Figure 1. Clock distribution (run 1).
Drawn at 2 px/um.
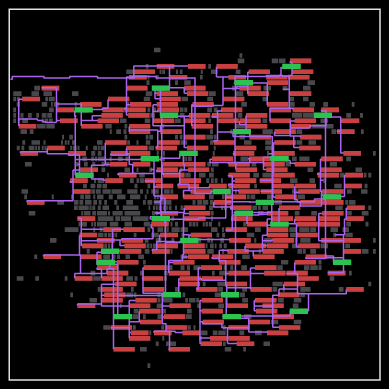
Figure 2. Metal 3 (run 1).
Drawn at 2 px/um. Cells faint in the background.
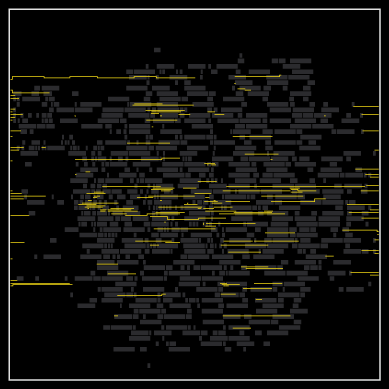
Figure 3. The clock network (run 1).
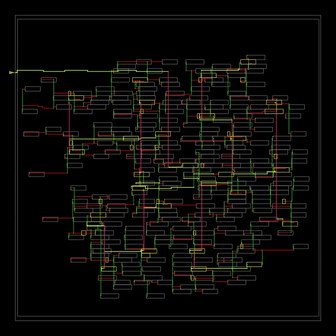
[src/rtl/rob_commit.sv]
// Reorder buffer with in-order retirement.
// Decode allocates at the tail, the CDB marks entries done by tag, and the
// head entry retires to the register file once it is done (one per cycle).
module rob_commit #(
  parameter int DEPTH  = 8,
  parameter int TAG_W  = 3,
  parameter int DATA_W = 16,
  parameter int REG_W  = 4,
  parameter int OP_W   = 4
) (
  input  logic              clk,
  input  logic              rst,
  input  logic              alloc_valid,
  input  logic [OP_W-1:0]   alloc_opcode,
  input  logic [REG_W-1:0]  alloc_dest,
  output logic              alloc_ready,
  output logic [TAG_W-1:0]  alloc_tag,
  input  logic              wb_valid,
  input  logic [TAG_W-1:0]  wb_tag,
  input  logic [DATA_W-1:0] wb_value,
  output logic              wb_err,
  output logic              commit_valid,
  output logic [TAG_W-1:0]  commit_tag,
  output logic [REG_W-1:0]  commit_reg,
  output logic [DATA_W-1:0] commit_value,
  output logic [OP_W-1:0]   commit_opcode,
  output logic [TAG_W:0]    count,
  output logic              empty,
  output logic              full
);

  localparam logic [TAG_W:0] DEPTH_C = (TAG_W+1)'(DEPTH);

  // Per-entry status flags (reset) and payload (not reset).
  logic [DEPTH-1:0]  busy_q, busy_d;
  logic [DEPTH-1:0]  done_q, done_d;
  logic [OP_W-1:0]   opcode_mem [DEPTH];
  logic [REG_W-1:0]  dest_mem   [DEPTH];
  logic [DATA_W-1:0] value_mem  [DEPTH];

  logic [TAG_W-1:0]  head_q, head_d;
  logic [TAG_W-1:0]  tail_q, tail_d;
  logic [TAG_W:0]    count_q, count_d;

  logic              commit_valid_q;
  logic [TAG_W-1:0]  commit_tag_q;
  logic [REG_W-1:0]  commit_reg_q;
  logic [DATA_W-1:0] commit_value_q;
  logic [OP_W-1:0]   commit_opcode_q;
  logic              wb_err_q;

  logic              alloc_fire;
  logic              wb_legal;
  logic              commit_fire;

  // Handshake decisions, all taken from pre-edge state.
  assign alloc_ready = (count_q < DEPTH_C);
  assign alloc_tag   = tail_q;
  assign alloc_fire  = alloc_valid & alloc_ready;
  assign wb_legal    = wb_valid & busy_q[wb_tag] & ~done_q[wb_tag];
  assign commit_fire = busy_q[head_q] & done_q[head_q];

  assign count = count_q;
  assign empty = (count_q == '0);
  assign full  = (count_q == DEPTH_C);

  assign commit_valid  = commit_valid_q;
  assign commit_tag    = commit_tag_q;
  assign commit_reg    = commit_reg_q;
  assign commit_value  = commit_value_q;
  assign commit_opcode = commit_opcode_q;
  assign wb_err        = wb_err_q;

  // Next-state for pointers, occupancy and per-entry flags.
  always_comb begin
    // NOTE: every always_comb output gets a default first so no path leaves it unassigned (no latch).
    head_d  = head_q;
    tail_d  = tail_q;
    count_d = count_q;
    busy_d  = busy_q;
    done_d  = done_q;

    if (commit_fire) begin
      busy_d[head_q] = 1'b0;
      done_d[head_q] = 1'b0;
      head_d         = head_q + TAG_W'(1);
    end
    // Alloc never targets the head on a commit edge: tail == head only when
    // empty (no commit) or full (no alloc).
    if (alloc_fire) begin
      busy_d[tail_q] = 1'b1;
      done_d[tail_q] = 1'b0;
      tail_d         = tail_q + TAG_W'(1);
    end
    // A legal writeback targets a busy, not-done entry, which is neither the
    // committing head nor the freshly allocated tail.
    if (wb_legal) begin
      done_d[wb_tag] = 1'b1;
    end

    unique case ({alloc_fire, commit_fire})
      2'b10:   count_d = count_q + 1'b1;
      2'b01:   count_d = count_q - 1'b1;
      default: count_d = count_q;
    endcase
  end

  // Control state: pointers, occupancy, entry flags.
  always_ff @(posedge clk or posedge rst) begin
    // NOTE: sequential state uses non-blocking assignments so every register samples pre-edge values.
    if (rst) begin
      head_q  <= '0;
      tail_q  <= '0;
      count_q <= '0;
      busy_q  <= '0;
      done_q  <= '0;
    end else begin
      head_q  <= head_d;
      tail_q  <= tail_d;
      count_q <= count_d;
      busy_q  <= busy_d;
      done_q  <= done_d;
    end
  end

  // Entry payload storage.
  // NOTE: payload arrays are not reset; busy/done gate every read, so stale contents are never observed.
  always_ff @(posedge clk) begin
    if (alloc_fire) begin
      opcode_mem[tail_q] <= alloc_opcode;
      dest_mem[tail_q]   <= alloc_dest;
    end
    if (wb_legal) begin
      value_mem[wb_tag] <= wb_value;
    end
  end

  // Registered commit port and writeback error flag.
  always_ff @(posedge clk or posedge rst) begin
    if (rst) begin
      commit_valid_q  <= 1'b0;
      commit_tag_q    <= '0;
      commit_reg_q    <= '0;
      commit_value_q  <= '0;
      commit_opcode_q <= '0;
      wb_err_q        <= 1'b0;
    end else begin
      commit_valid_q <= commit_fire;
      if (commit_fire) begin
        commit_tag_q    <= head_q;
        commit_reg_q    <= dest_mem[head_q];
        commit_value_q  <= value_mem[head_q];
        commit_opcode_q <= opcode_mem[head_q];
      end
      wb_err_q <= wb_valid & ~wb_legal;
    end
  end

endmodule

[config.mk]
export PLATFORM = sky130hd
export DESIGN_NAME = rob_commit
export DESIGN_NICKNAME = d
export VERILOG_FILES = /design/src/rtl/rob_commit.sv
export SDC_FILE = /design/constraint.sdc
export NUM_CORES = 1
export LEC_CHECK = 0
export CAP_MARGIN = 15
export CORE_UTILIZATION = 30
export DETAILED_ROUTE_END_ITERATION = 10
export GPL_TIMING_DRIVEN = 0
export SLEW_MARGIN = 40
export SYNTH_ARGS = -nofsm -noshare
export SYNTH_HDL_FRONTEND = slang
export SYNTH_SLANG_ARGS = --single-unit
[constraint.sdc]
create_clock -name clk -period 4 [get_ports clk]
set_clock_uncertainty 0.05 [all_clocks]
set_input_delay 0.6 -clock clk [delete_from_list [all_inputs] [get_ports clk]]
set_output_delay 0.6 -clock clk [all_outputs]
set_load 0.1 [all_outputs]
==> impl_metrics.csv, run 1 <==
group,metric,value,unit
sta,hold_ws,0.415,ns
grt,top_usage_layer,"met2",
final_layout,drive_gt1_share,23.9,%
power_and_ir_drop,powerSeq,3440,uW
sta,tightest_slew,0.835,ns
worst_setup_path,end_kind,"flop",
logic_synthesis,synth_flops,247,
logic_synthesis,synth.top_cell.area_share,57.7,%
logic_synthesis,syn_inst,639,
grt,grt_use_total,15.5,%
power_and_ir_drop,p_int,5700,uW
logic_synthesis,syn_area_per_cell,15.7,um2
final_layout,final_cell_area,0.0121,mm2
power_and_ir_drop,powerDensity,841,mW/mm2
final_layout,final_cell_mix,"edfxtp_1, buf_2, dfrtp_1",
final_layout,final_core_util,37.1,%
logic_synthesis,edf_count,192,
logic_synthesis,synthTopLogicFamily,"AND-OR/OR-AND gates",
clock_tree,cts_tree,"yes",
placed_design,place_inst,1185,
job,maxCapViolCount,0,
final_layout,seq_share,58.9,%
logic_synthesis,async_reset_ff_share,22.3,%
logic_synthesis,ys_sh_xor,0.701,%
grt,met1_usage,22.2,%
final_layout,largest-register,"value_mem",
power_and_ir_drop,swShare,44.1,%
worst_setup_path,cp_top_family,"multiplexers",
worst_setup_path,r2r_slack,0.62,ns
clock_tree,ctsResizeCount,0,
clock_tree,post-cts-setup-buffer-count,0,
floorplan,initial_core_util,30.6,%
final_layout,nonClkBufAreaFrac,7.36,%
final_layout,logic_area,0.00269,mm2
floorplan,die_w,185,um
logic_synthesis,ys_types,51,
final_layout,final_nets,807,
detailed_routing,first_pass_iters,7,
grt,grt_max_degree,33,
final_layout,fillCellCount,3158,
sta,fin_crit,3.38,ns
sta,relSlewSlack,44.3,%
floorplan,die_area,0.0341,mm2
worst_setup_path,worstSetupEndpoint,"count[2]$_DFFE_PP0P_",
logic_synthesis,yosysWarnings,0,
placed_design,place_area,0.0113,mm2
grt,antenna_found_initial,0,
final_layout,largest_reg_flops,128,
final_layout,register_area,0.00714,mm2
worst_setup_path,rr_worst_depth,13,
logic_synthesis,yosysCellCount,639,
clock_tree,clockRootBuffer,"clkbuf_16",
worst_setup_path,cp_max_fo,12,
sta,setup_tns,0,ns
detailed_routing,wl_met3,1.67,mm
final_layout,layout.clock_buffers,34,
sta,finalCritPeriodShare,84.6,%
final_layout,clkCellAreaFrac,6.67,%
power_and_ir_drop,powerComb,4460,uW
final_layout,fin_cells,1233,
worst_setup_path,cp_data_arrival_time,3.73,ns
logic_synthesis,ys_sh_simple,4.58,%
logic_synthesis,top_area_cell,"edfxtp_1",
worst_setup_path,r2r-end,"count[2]$_DFFE_PP0P_",
sta,setup-violations-final,0,
power_and_ir_drop,p_comb_share,43.8,%
logic_synthesis,synth.most_common_cell,"edfxtp_1",
worst_setup_path,critPathKind,"reg -> reg",
final_layout,syn_to_final_growth,21.2,%
detailed_routing,drt_iter0_drc,759,
worst_setup_path,cp_num_buf_inv,3,
clock_tree,cts_hold_buffers,0,
logic_synthesis,top_cells_by_count,"edfxtp_1, dfrtp_1, nand2_1",
worst_setup_path,cpMaxStageDelayCell,"mux4_2",
logic_synthesis,ys.flop_type,"edfxtp_1",
placed_design,post-place-ws,0.607,ns
hold_path,hold_class,"in -> async",
sta,hold_viol_final,0,
detailed_routing,met2_length,11.9,mm
clock_tree,numCtsBuffers,26,
placed_design,place.port_buffers,68,
detailed_routing,detail_route.wl_per_cell,21.0,um
logic_synthesis,syn-num-nets,675,
detailed_routing,vias_per_cell,5.06,
worst_setup_path,reg2reg_from,"head_q[0]$_DFFE_PP0N_",
power_and_ir_drop,leakagePower,0.00428,uW
grt,grt_pass1_vias,6344,
clock_tree,clockBufferDepth,3,
worst_setup_path,crit_chain,"buf_6 -> mux2_1 -> mux4_2 -> a21boi_1 -> buf_6 -> buf_2 -> ha_1 -> xor2_1 -> ha_1 -> a21oi_1 -> xor2_1 -> nor2_1 -> xor2_1",
detailed_routing,top_layer,"met4",
logic_synthesis,ys_area,0.0100,mm2
floorplan,taps,442,
clock_tree,cts_max_level,1,
worst_setup_path,crit_cells,13,
floorplan,core-area,0.0327,mm2
power_and_ir_drop,peakVddDrop,0.684,mV
final_layout,largestClassByArea,"registers",
detailed_routing,drc_errors,0,
grt,overflow,0,
worst_setup_path,start_kind,"flop",
logic_synthesis,fa_ha_area_share,0.626,%
placed_design,hpwl,17.8,mm
logic_synthesis,synthAoiAreaFrac,12.6,%
logic_synthesis,yosysSeqAreaShare,71.4,%
final_layout,n_antenna_cell,0,
logic_synthesis,synth_area,0.0100,mm2
power_and_ir_drop,p_switching,4490,uW
worst_setup_path,crit_top_cell,"xor2_1",
final_layout,comb_share,22.2,%
final_layout,inverters,10,
final_layout,layout.non_clock_buffers,148,
worst_setup_path,worstPathRequired,4.35,ns
power_and_ir_drop,pwr-share-seq,33.7,%
floorplan,ioPinCount,70,
final_layout,logic_gates,338,
final_layout,top_regs,"value_mem: 128 flops, dest_mem: 32 flops, opcode_mem: 32 flops",
grt,grt_pass1_wl,39.3,mm
worst_setup_path,startpoint,"head_q[0]$_DFFE_PP0N_",
job,tool_warnings,27,
sta,setup_ws,0.616,ns
sta,max_freq,296,MHz
run_status,outcome,"complete, no violations",
power_and_ir_drop,p_clk_share,22.5,%
power_and_ir_drop,power_leader,"combinational cells",
clock_tree,clk_pin_slew,0.06,ns
placed_design,gp_congestion,0.814,
power_and_ir_drop,power.total,10200,uW
sta,rsz0062_at_grt,"no",
final_layout,lay_top_count,"edfxtp_1",
floorplan,die_y,185,um
grt,grt_use_met2,24.3,%
detailed_routing,antenna_left,0,
sta,maxSlewViolCount,0,
logic_synthesis,top_cells_by_area,"edfxtp_1, dfrtp_1, mux2_2",
detailed_routing,wl_met1,11.8,mm
worst_setup_path,slowest_delay,0.55,ns
logic_synthesis,muxShareOfSynthArea,7.68,%
floorplan,row_count,66,
Notes on Figure 1 above:
[flip-flops] red | count: 247
[clock drivers] green | count: 26
[clock wires] purple | length: 3010 um
routed clock nets	27

Notes on Figure 2 above:
nets with wire on the layer	114
share of all routed wire	6.4%
wire length on this layer	1670 um
longest straight run	69.0 um
main direction	horizontal
Vias: 6233
total wire length: 25.9 mm
met3 usage: 2.69%

Notes on Figure 3 above:
seq_cells: 247
clk_lat worst skew: 0.52 ns
Clock group: 2290 uW
Clock Sinks: 247

==> run 2: changes to the inputs <==
==> constraint.sdc (replaced) <==
create_clock -name clk -period 3.1 [get_ports clk]
set_clock_uncertainty 0.05 [all_clocks]
set_input_delay 0.465 -clock clk [delete_from_list [all_inputs] [get_ports clk]]
set_output_delay 0.465 -clock clk [all_outputs]
set_load 0.1 [all_outputs]
==> impl_metrics.csv, run 2 <==
group,metric,value,unit
worst_setup_path,crit_cells,12,
logic_synthesis,muxShareOfSynthArea,7.68,%
final_layout,lay_top_count,"edfxtp_1",
grt,grt_pass1_wl,38.7,mm
logic_synthesis,syn-num-nets,675,
clock_tree,clk_pin_slew,0.06,ns
final_layout,final_cell_mix,"edfxtp_1, dfrtp_1, buf_2",
power_and_ir_drop,swShare,43.8,%
detailed_routing,vias_per_cell,5.03,
logic_synthesis,fa_ha_area_share,0.626,%
worst_setup_path,crit_top_cell,"xor2_1",
worst_setup_path,end_kind,"flop",
hold_path,hold_class,"in -> async",
logic_synthesis,top_cells_by_count,"edfxtp_1, dfrtp_1, nand2_1",
grt,grt_use_met2,24.1,%
final_layout,flops,247,
final_layout,largestClassByArea,"registers",
logic_synthesis,async_reset_ff_share,22.3,%
placed_design,place_area,0.0113,mm2
final_layout,layout.non_clock_buffers,137,
logic_synthesis,yosysCellCount,639,
logic_synthesis,synthTopLogicFamily,"AND-OR/OR-AND gates",
logic_synthesis,ys_types,51,
detailed_routing,drc_errors,0,
floorplan,die_w,185,um
logic_synthesis,synth.top_cell.area_share,57.7,%
worst_setup_path,cp_top_family,"multiplexers",
worst_setup_path,slowest_delay,0.49,ns
logic_synthesis,syn_inst,639,
logic_synthesis,ys_area,0.0100,mm2
detailed_routing,top_layer,"met4",
clock_tree,numCtsBuffers,26,
detailed_routing,routed_wl,25.8,mm
detailed_routing,met2_length,11.8,mm
final_layout,drive_gt1_share,22.6,%
floorplan,ioPinCount,70,
logic_synthesis,synth_area,0.0100,mm2
power_and_ir_drop,p_switching,5880,uW
logic_synthesis,top_cells_by_area,"edfxtp_1, dfrtp_1, mux2_2",
power_and_ir_drop,power_leader,"combinational cells",
clock_tree,cts_max_level,1,
worst_setup_path,r2r-end,"count[2]$_DFFE_PP0P_",
worst_setup_path,worstPathRequired,3.46,ns
final_layout,nonClkBufAreaFrac,7.36,%
final_layout,fillCellCount,3092,
final_layout,largest_reg_flops,128,
run_status,outcome,"complete, no violations",
grt,top_usage_layer,"met2",
sta,fin_crit,2.95,ns
sta,setup_tns,0,ns
final_layout,final_core_util,37.4,%
worst_setup_path,cp_max_fo,7,
power_and_ir_drop,pwr-share-seq,33.2,%
worst_setup_path,rr_worst_depth,12,
final_layout,top_regs,"value_mem: 128 flops, dest_mem: 32 flops, opcode_mem: 32 flops",
final_layout,clkCellAreaFrac,6.93,%
sta,max_freq,339,MHz
placed_design,hpwl,17.5,mm
placed_design,place.port_buffers,68,
clock_tree,clockBufferDepth,3,
power_and_ir_drop,leakagePower,0.00426,uW
final_layout,inverters,10,
detailed_routing,antenna_left,0,
floorplan,taps,442,
Figure 4. Port wiring (run 2).
Drawn at 2 px/um.
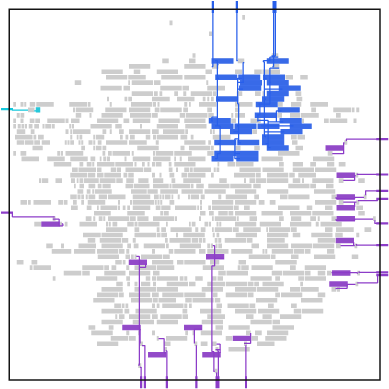
port	color	bits	direction	edge	end cells	wire
alloc_valid	cyan	1	input	left	1	9.90 um
commit_value	purple	16	output	8 right, 7 bottom, 1 left	16	484 um
alloc_dest	blue	4	input	top	32	405 um

Figure 5. Cells colored by class (run 2).
Drawn at 1.5 px/um.
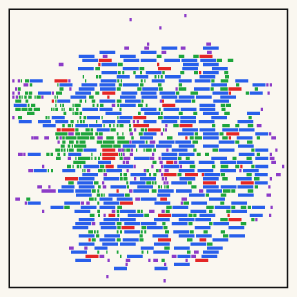
class	color	cells
clock drivers and dummy loads	red	48
flops	blue	247
combinational and other logic	green	348
other buffers and delay cells	purple	137

No activity file was given, so power comes from the tool's default toggle rates.
